==> config.mk <==
export PLATFORM = sky130hd
export DESIGN_NAME = seven_segment_chaser
export DESIGN_NICKNAME = d
export VERILOG_FILES = /design/src/rtl/seven_segment_chaser.sv
export SDC_FILE = /design/constraint.sdc
export NUM_CORES = 1
export LEC_CHECK = 0
export CAP_MARGIN = 10
export CELL_PAD_IN_SITES_DETAIL_PLACEMENT = 1
export CELL_PAD_IN_SITES_GLOBAL_PLACEMENT = 2
export CORE_MARGIN = 2
export CORE_UTILIZATION = 34
export DETAILED_ROUTE_END_ITERATION = 7
export HOLD_SLACK_MARGIN = 0.06
export PLACE_DENSITY_LB_ADDON = 0.15
export SYNTH_ARGS = -nofsm -noshare
export SYNTH_HDL_FRONTEND = slang
export SYNTH_SLANG_ARGS = --single-unit
export TNS_END_PERCENT = 1
==> constraint.sdc <==
create_clock -name clk -period 3.7 [get_ports clk]
set_input_delay 0.555 -clock clk [delete_from_list [all_inputs] [get_ports clk]]
set_output_delay 0.555 -clock clk [all_outputs]
set_load 0.05 [all_outputs]
==> src/rtl/seven_segment_chaser.sv <==
// Segment-animation engine for one 7-segment digit: CHASE, BOUNCE, FILL and BLINK
// over a configurable ring, stepped by an internal programmable prescaler.
module seven_segment_chaser #(
  parameter int N_SEG      = 6,
  parameter int DIV_W      = 24,
  parameter bit ACTIVE_LOW = 1'b0,
  localparam int POS_W     = $clog2(N_SEG + 1)
) (
  input  logic             clk,
  input  logic             rst,
  input  logic             en,
  input  logic [1:0]       mode,
  input  logic             dir,
  input  logic [DIV_W-1:0] div_limit,
  output logic [6:0]       pinoutdisplay7segment,
  output logic [POS_W-1:0] pos,
  output logic             step
);

  typedef enum logic [1:0] {
    CHASE  = 2'b00,
    BOUNCE = 2'b01,
    FILL   = 2'b10,
    BLINK  = 2'b11
  } mode_t;

  logic [DIV_W-1:0] presc;
  logic             up;
  logic             phase;
  mode_t            mode_q;
  logic             dir_q;

  logic             tick;
  logic [POS_W-1:0] pos_nx;
  logic             up_nx;
  logic             phase_nx;
  logic [6:0]       seg;

  // A limit lowered below the running count never fires early: the count
  // runs on to all-ones, ticks there and wraps to zero.
  assign tick = en && ((presc == div_limit) || (presc == '1));

  always_comb begin
    pos_nx   = pos;
    up_nx    = up;
    phase_nx = phase;
    unique case (mode_q)
      CHASE: begin
        if (dir) begin
          pos_nx = (pos == '0) ? POS_W'(N_SEG - 1) : pos - POS_W'(1);
        end else begin
          pos_nx = (pos == POS_W'(N_SEG - 1)) ? '0 : pos + POS_W'(1);
        end
      end
      BOUNCE: begin
        if (up) begin
          pos_nx = pos + POS_W'(1);
          if (pos_nx == POS_W'(N_SEG - 1)) up_nx = 1'b0;
        end else begin
          pos_nx = pos - POS_W'(1);
          if (pos_nx == '0) up_nx = 1'b1;
        end
      end
      FILL: begin
        pos_nx = (pos == POS_W'(N_SEG)) ? '0 : pos + POS_W'(1);
      end
      BLINK: begin
        phase_nx = ~phase;
        pos_nx   = {{(POS_W-1){1'b0}}, ~phase};
      end
    endcase
  end

  always_ff @(posedge clk) begin
    if (rst) begin
      presc  <= '0;
      pos    <= '0;
      up     <= 1'b1;
      phase  <= 1'b0;
      step   <= 1'b0;
      mode_q <= mode_t'(mode);
      dir_q  <= dir;
    end else if (mode_t'(mode) != mode_q) begin
      // A mode change restarts the animation and swallows any coincident tick.
      mode_q <= mode_t'(mode);
      presc  <= '0;
      pos    <= '0;
      up     <= 1'b1;
      phase  <= 1'b0;
      step   <= 1'b0;
    end else begin
      step <= 1'b0;
      if (tick) begin
        presc <= '0;
        pos   <= pos_nx;
        up    <= up_nx;
        phase <= phase_nx;
        dir_q <= dir;
        step  <= 1'b1;
      end else if (en) begin
        presc <= presc + DIV_W'(1);
      end
    end
  end

  always_comb begin
    seg = '0;
    for (int unsigned i = 0; i < N_SEG; i++) begin
      unique case (mode_q)
        CHASE, BOUNCE: seg[i] = (pos == POS_W'(i));
        FILL:          seg[i] = dir_q ? ((i + 32'(pos)) >= 32'(N_SEG)) : (i < 32'(pos));
        BLINK:         seg[i] = phase;
      endcase
    end
  end

  assign pinoutdisplay7segment = ACTIVE_LOW ? ~seg : seg;

endmodule

Figure 1. Selected gate families (run 1).
Drawn at 3 px/um.
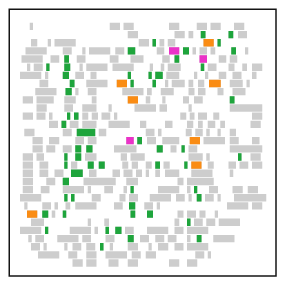
[AND-OR and OR-AND gates] magenta | cells: 3 | most used: o21a_1
[NAND gates] green | cells: 57 | most used: nand2_1
[multiplexers] orange | cells: 7 | most used: mux2i_1
Commonest Layout Cell: clkdlybuf4s50_1
multi-input combinational area share: 0.533
Finished Layout Cells: 425

Figure 2. Signal wires on met3 (run 1).
Drawn at 6 px/um.
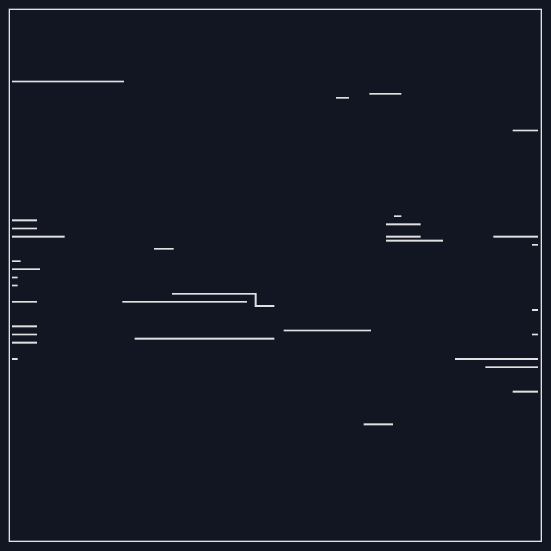
nets with wire on the layer: 29
wire length on this layer: 209 um
main direction: horizontal
M3 GR Usage: 0.0299
Post-Route WL: 6800 um

Figure 3. Wiring by layer (run 1).
Drawn at 3 px/um.
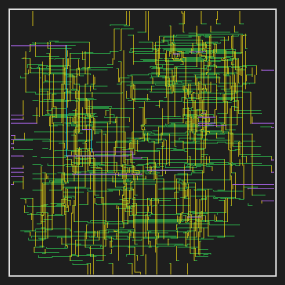
[met1] green | wire length: 3,480 um
[met4] cyan | wire length: 44.2 um
[met3] purple | wire length: 209 um
[met2] yellow | wire length: 3,070 um
vias: 2,219
All-Layer GR Usage: 0.186
drt wl/cell: 16.0 um

run 1: sequential cells by signal, summed over array words and instances (netlist names):
signal	count
presc	24
pos	3
mode_q	2
dir_q	1
phase	1
step	1
up	1
run 1: final cells by class:
cell class              instances  area [um2]  area share
clock inverters                 2        38.8      0.0129
inverters                       9        33.8      0.0112
well taps                      96         120      0.0399
clock buffers                   6        93.8      0.0312
multi-input cells             235        1610       0.533
repair buffers                 44         428       0.142
flip-flops and latches         33         691       0.229
run 1: worst min path at each step:
stage,start,endpoint,depth (start not counted)
after floorplan,phase,phase,2
final,presc[3],presc[3],2
after global routing,presc[3],presc[3],2
after CTS,presc[3],presc[3],2
after detailed placement,presc[3],presc[3],2
after global placement,presc[3],presc[3],2
==> impl_metrics.yaml, run 1 <==
# generated from flow reports
status:
  status: "finished, final reports clean"
grt:
  grt_pass1_wl_um: 11200
  grt_pass1_vias: 2174
final_timing:
  final_hold_viol_count: 0
  finalSetupTns_ps: 0
  worst_slew_pin_slew_ps: 709
  fin_skew_ps: 9.84
  final.min_clock_period_ps: 3420
  setup_ws_ps: 275
  clock.fmax_mhz: 292
clock_network:
  clk_pin_slew_ps: 80
  ctsHoldBuffers: 0
  cts_root_buffer: "clkbuf_8"
  cts_resized: 0
die:
  chipArea_um2: 7820
  fp.dieH_um: 88.4
  io_pins: 41
synth:
  yosys_warnings: 0
  simple_gate_area_frac: 0.290
  flop_cell: "dfxtp_1"
placed_design:
  post_dp_cell_area_um2: 2880
drt:
  dr.pass1.iters: 4
  wl_met2_um: 3070
  drtIter0Drc: 72
  drc: 0
worst_setup_path:
  reg2reg_slack_ps: 1320
  regToRegEndpoint: "presc[21]"
  crit_family: "buffers and inverters"
cells_and_area:
  drive_above_1_share: 0.0699
  fin_nets: 366
power:
  top_power_group: "the clock network"
  p_seq_mw: 0.372
Figure 4. Clock wires, drivers and flops (run 1).
Drawn at 6 px/um.
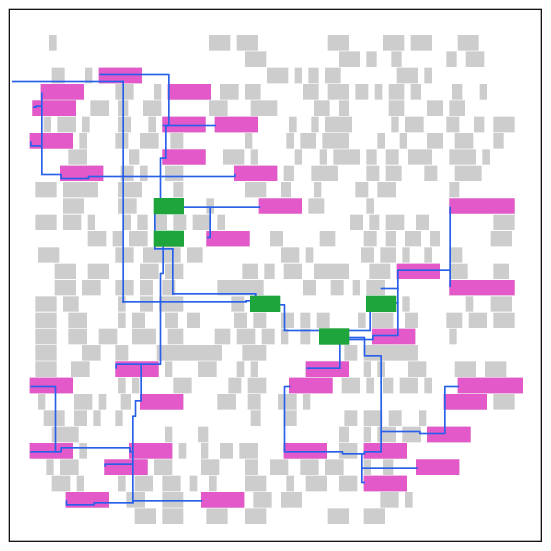

--- run 2 (diff from run 1) ---
==> constraint.sdc (replaced) <==
create_clock -name clk -period 4.2 [get_ports clk]
set_input_delay 0.63 -clock clk [delete_from_list [all_inputs] [get_ports clk]]
set_output_delay 0.63 -clock clk [all_outputs]
set_load 0.05 [all_outputs]
Figure 5. Clock wires, drivers and flops (run 2).
Drawn at 6 px/um.
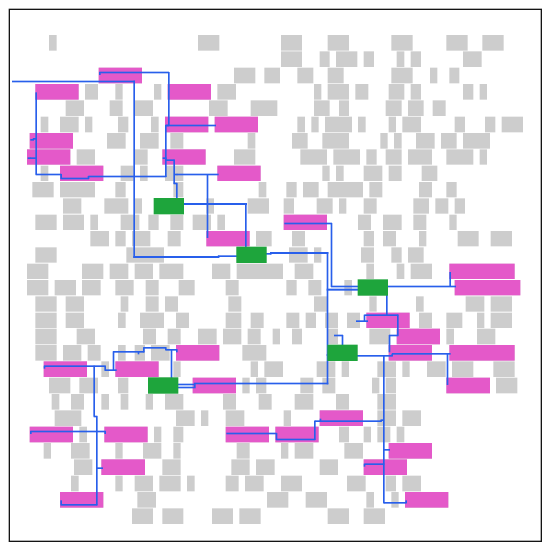
[cells driving clock nets] green | count: 5
[clock wires] blue | length: 503 um
[flip-flops] magenta | count: 33
routed clock nets: 6
Late-Pin Clk Latency: 290 ps
worst clock skew: 7.30 ps
Clock group: 0.239 mW
Clk pwr share: 0.355

==> run 2 against run 1 <==
Critical path depth unchanged. Sequential power down about 10%. Register-to-register slack better by 520 ps. Setup slack better by 410 ps. Routed wire length down 0.62%. Sequential share of layout area up 0.55 points. Global-route usage up 0.25 points. Sequential cell count unchanged. Via count up 0.18%.
==> impl_metrics.yaml, run 2 <==
# generated from flow reports
cells_and_area:
  fin_nets: 363
  stdcell_count: 422
  drive_above_1_share: 0.0613
  largest_reg_flops: 24
drt:
  wl_per_cell_um: 16.0
  wl_met2_um: 3120
  wl_um: 6760
  dr.pass1.iters: 4
  drc: 0
power:
  p_seq_mw: 0.333
  top_power_group: "registers"
grt:
  grt_usage: 0.188
  grt_pass1_vias: 2201
  use_met3: 0.0448
final_timing:
  setup_ws_ps: 688
  worst_slew_pin_slew_ps: 734
clock_network:
  cts_resized: 0
  ctsHoldBuffers: 0
die:
  fp.dieH_um: 88.4
worst_setup_path:
  crit_family: "buffers and inverters"
synth:
  simple_gate_area_frac: 0.290
  flop_cell: "dfxtp_1"
status:
  status: "finished, final reports clean"
Figure 6. The clock network (run 2).
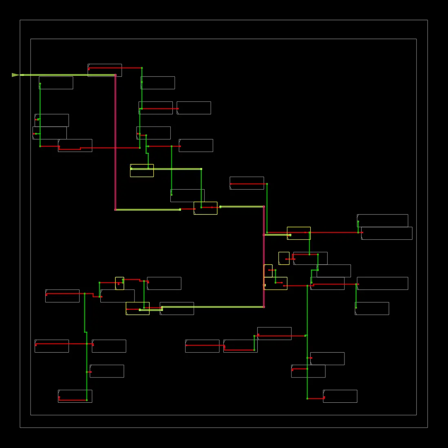
FFs & Latches: 33
CTS buffer count: 5
clock buffers: 5
clk sinks: 33

[run 2: cell type report]
class                   instances  area [um2]  share of cell area
clock buffers                   5        68.8              0.0234
clock inverters                 3        16.3             0.00553
inverters                       9        33.8              0.0115
multi-input cells             235        1610               0.546
flip-flops and latches         33         691               0.235
well taps                      96         120              0.0408
repair buffers                 41         405               0.138
[run 2: path summary, 6_finish.rpt]
path | startpoint | end | slack, ps
worst max register to register | presc[5] | presc[22] | 1840
worst min-delay path | presc[3] | presc[3] | 540
worst max-delay path | pos[1] | pinoutdisplay7segment[5] | 690
worst min register to register | presc[3] | presc[3] | 540
[run 2: per-stage QoR]
step                 util  power (mW)  hold WS [ps]
CTS                 0.431       0.685           542
global route        0.431       0.713           562
floorplan               -       0.395           489
global placement    0.418       0.444           523
detailed placement  0.418       0.443           531
finish              0.431       0.674           544
Figure 7. Signal wires on met3 (run 2).
Drawn at 6 px/um.
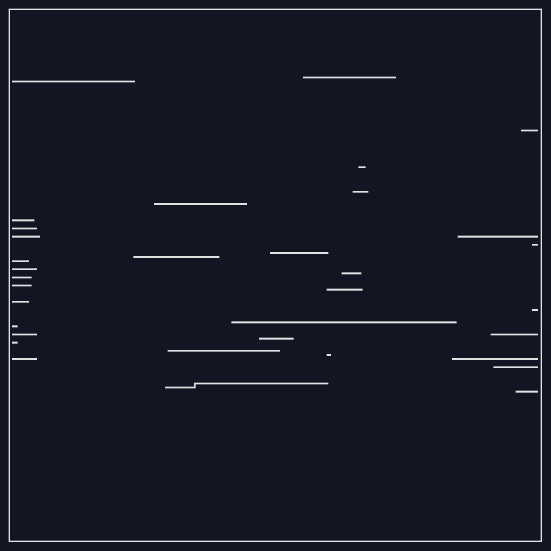

--- run 3 (diff from run 2) ---
--- a/config.mk
+++ b/config.mk
@@ -9,7 +9,7 @@
 export CELL_PAD_IN_SITES_DETAIL_PLACEMENT = 1
 export CELL_PAD_IN_SITES_GLOBAL_PLACEMENT = 2
 export CORE_MARGIN = 2
-export CORE_UTILIZATION = 34
+export CORE_UTILIZATION = 32
 export DETAILED_ROUTE_END_ITERATION = 7
 export HOLD_SLACK_MARGIN = 0.06
 export PLACE_DENSITY_LB_ADDON = 0.15
==> constraint.sdc (replaced) <==
create_clock -name clk -period 3.4 [get_ports clk]
set_input_delay 0.51 -clock clk [delete_from_list [all_inputs] [get_ports clk]]
set_output_delay 0.51 -clock clk [all_outputs]
set_load 0.05 [all_outputs]
Figure 8. Signal wires on met3 (run 3).
Drawn at 4 px/um.
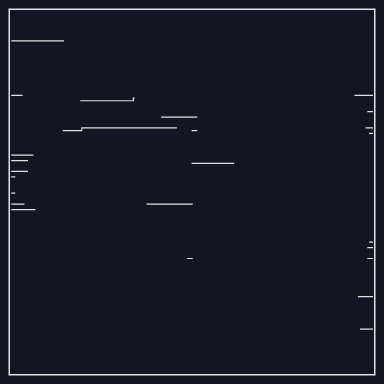
nets with wire on the layer: 20
share of all routed wire: 1.9%
wire length on this layer: 132 um
Post-Route WL: 6990 um
M3 GR Usage: 0.0307
vias: 2,212

Figure 9. The clock network (run 3).
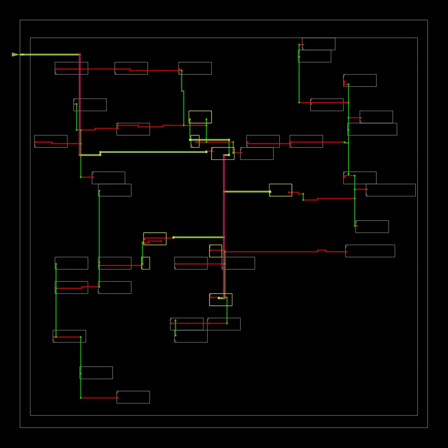
worst clock skew: 8.76 ps
Clock group: 0.300 mW

==> run 3 against run 2 <==
Synthesized cell count unchanged. Global-route usage is 1.6 points lower. Via count decreased by 0.49%. Final cell count rose by 1.7%. Largest cell class unchanged. Highest routed layer unchanged.
==> impl_metrics.yaml, run 3 <==
# generated from flow reports
cells_and_area:
  largest_reg_flops: 24
  comb_cells: 235
  multiInputGateArea_um2: 1610
  n_all_inverters: 9
  buffers_excl_clock: 45
  largestRegisters: "presc (24), pos (3), mode_q (2)"
  seq_area_frac: 0.231
  layout.cells.most_common: "clkdlybuf4s50_1"
  drive_above_1_share: 0.0727
  bufAreaShareNonClock: 0.151
  fin_nets: 367
  flops: 33
  seq_area_um2: 691
  clkCellAreaFrac: 0.0289
  comb_area_frac: 0.537
  stdcell_count: 429
  dominant_cells: "combinational gates"
  top_register: "presc"
status:
  status: "finished, final reports clean"
worst_setup_path:
  reg2reg_slack_ps: 1110
  crit_family: "buffers and inverters"
synth:
  yosys_warnings: 0
  syn_area_per_cell_um2: 8.33
  simple_gate_area_frac: 0.290
final_timing:
  clock.fmax_mhz: 308
  finalSetupTns_ps: 0
  final.min_clock_period_ps: 3250
  final_hold_viol_count: 0
die:
  fp.dieH_um: 91.0
  io_pins: 41
  taps: 99
  chipArea_um2: 8290
clock_network:
  clk_pin_slew_ps: 70
  cts_buffers: 5
  clkLatencyLatePin_ps: 290
  clkSinkCount: 33
  cts_root_buffer: "clkbuf_8"
  cts_resized: 0
placed_design:
  place_hpwl_um: 5470
  post_dp_cell_area_um2: 2900
drt:
  drc: 0
  dr.pass1.iters: 4
  wl_met2_um: 3420
  wl_per_cell_um: 16.3
grt:
  grt_pass1_vias: 2222
  grt_usage: 0.172
-- run 3: power breakdown --
part           switching, mW  internal (mW)
sequential           0.00935          0.396
clock                  0.159          0.141
combinational         0.0756         0.0653
-- run 3: metrics by stage --
step | power (mW) | hold WS [ps] | setup slack (ps) | util
floorplan | 0.488 | 489 | 175 | -
global placement | 0.557 | 488 | 440 | 0.398
detailed placement | 0.557 | 499 | 350 | 0.398
CTS | 0.863 | 509 | 31.1 | 0.410
global route | 0.892 | 541 | 14.3 | 0.410
finish | 0.847 | 506 | 150 | 0.410
-- run 3: path summary, 6_finish.rpt --
check / start / cells past startpoint / endpoint
worst max register to register: presc[2] / 6 / presc[6]
worst min-delay path: pos[1] / 2 / pos[1]
worst max-delay path: pos[0] / 8 / pinoutdisplay7segment[3]
worst min register to register: pos[1] / 2 / pos[1]
Power figures rest on the tool's default switching activity, not on a simulated workload.
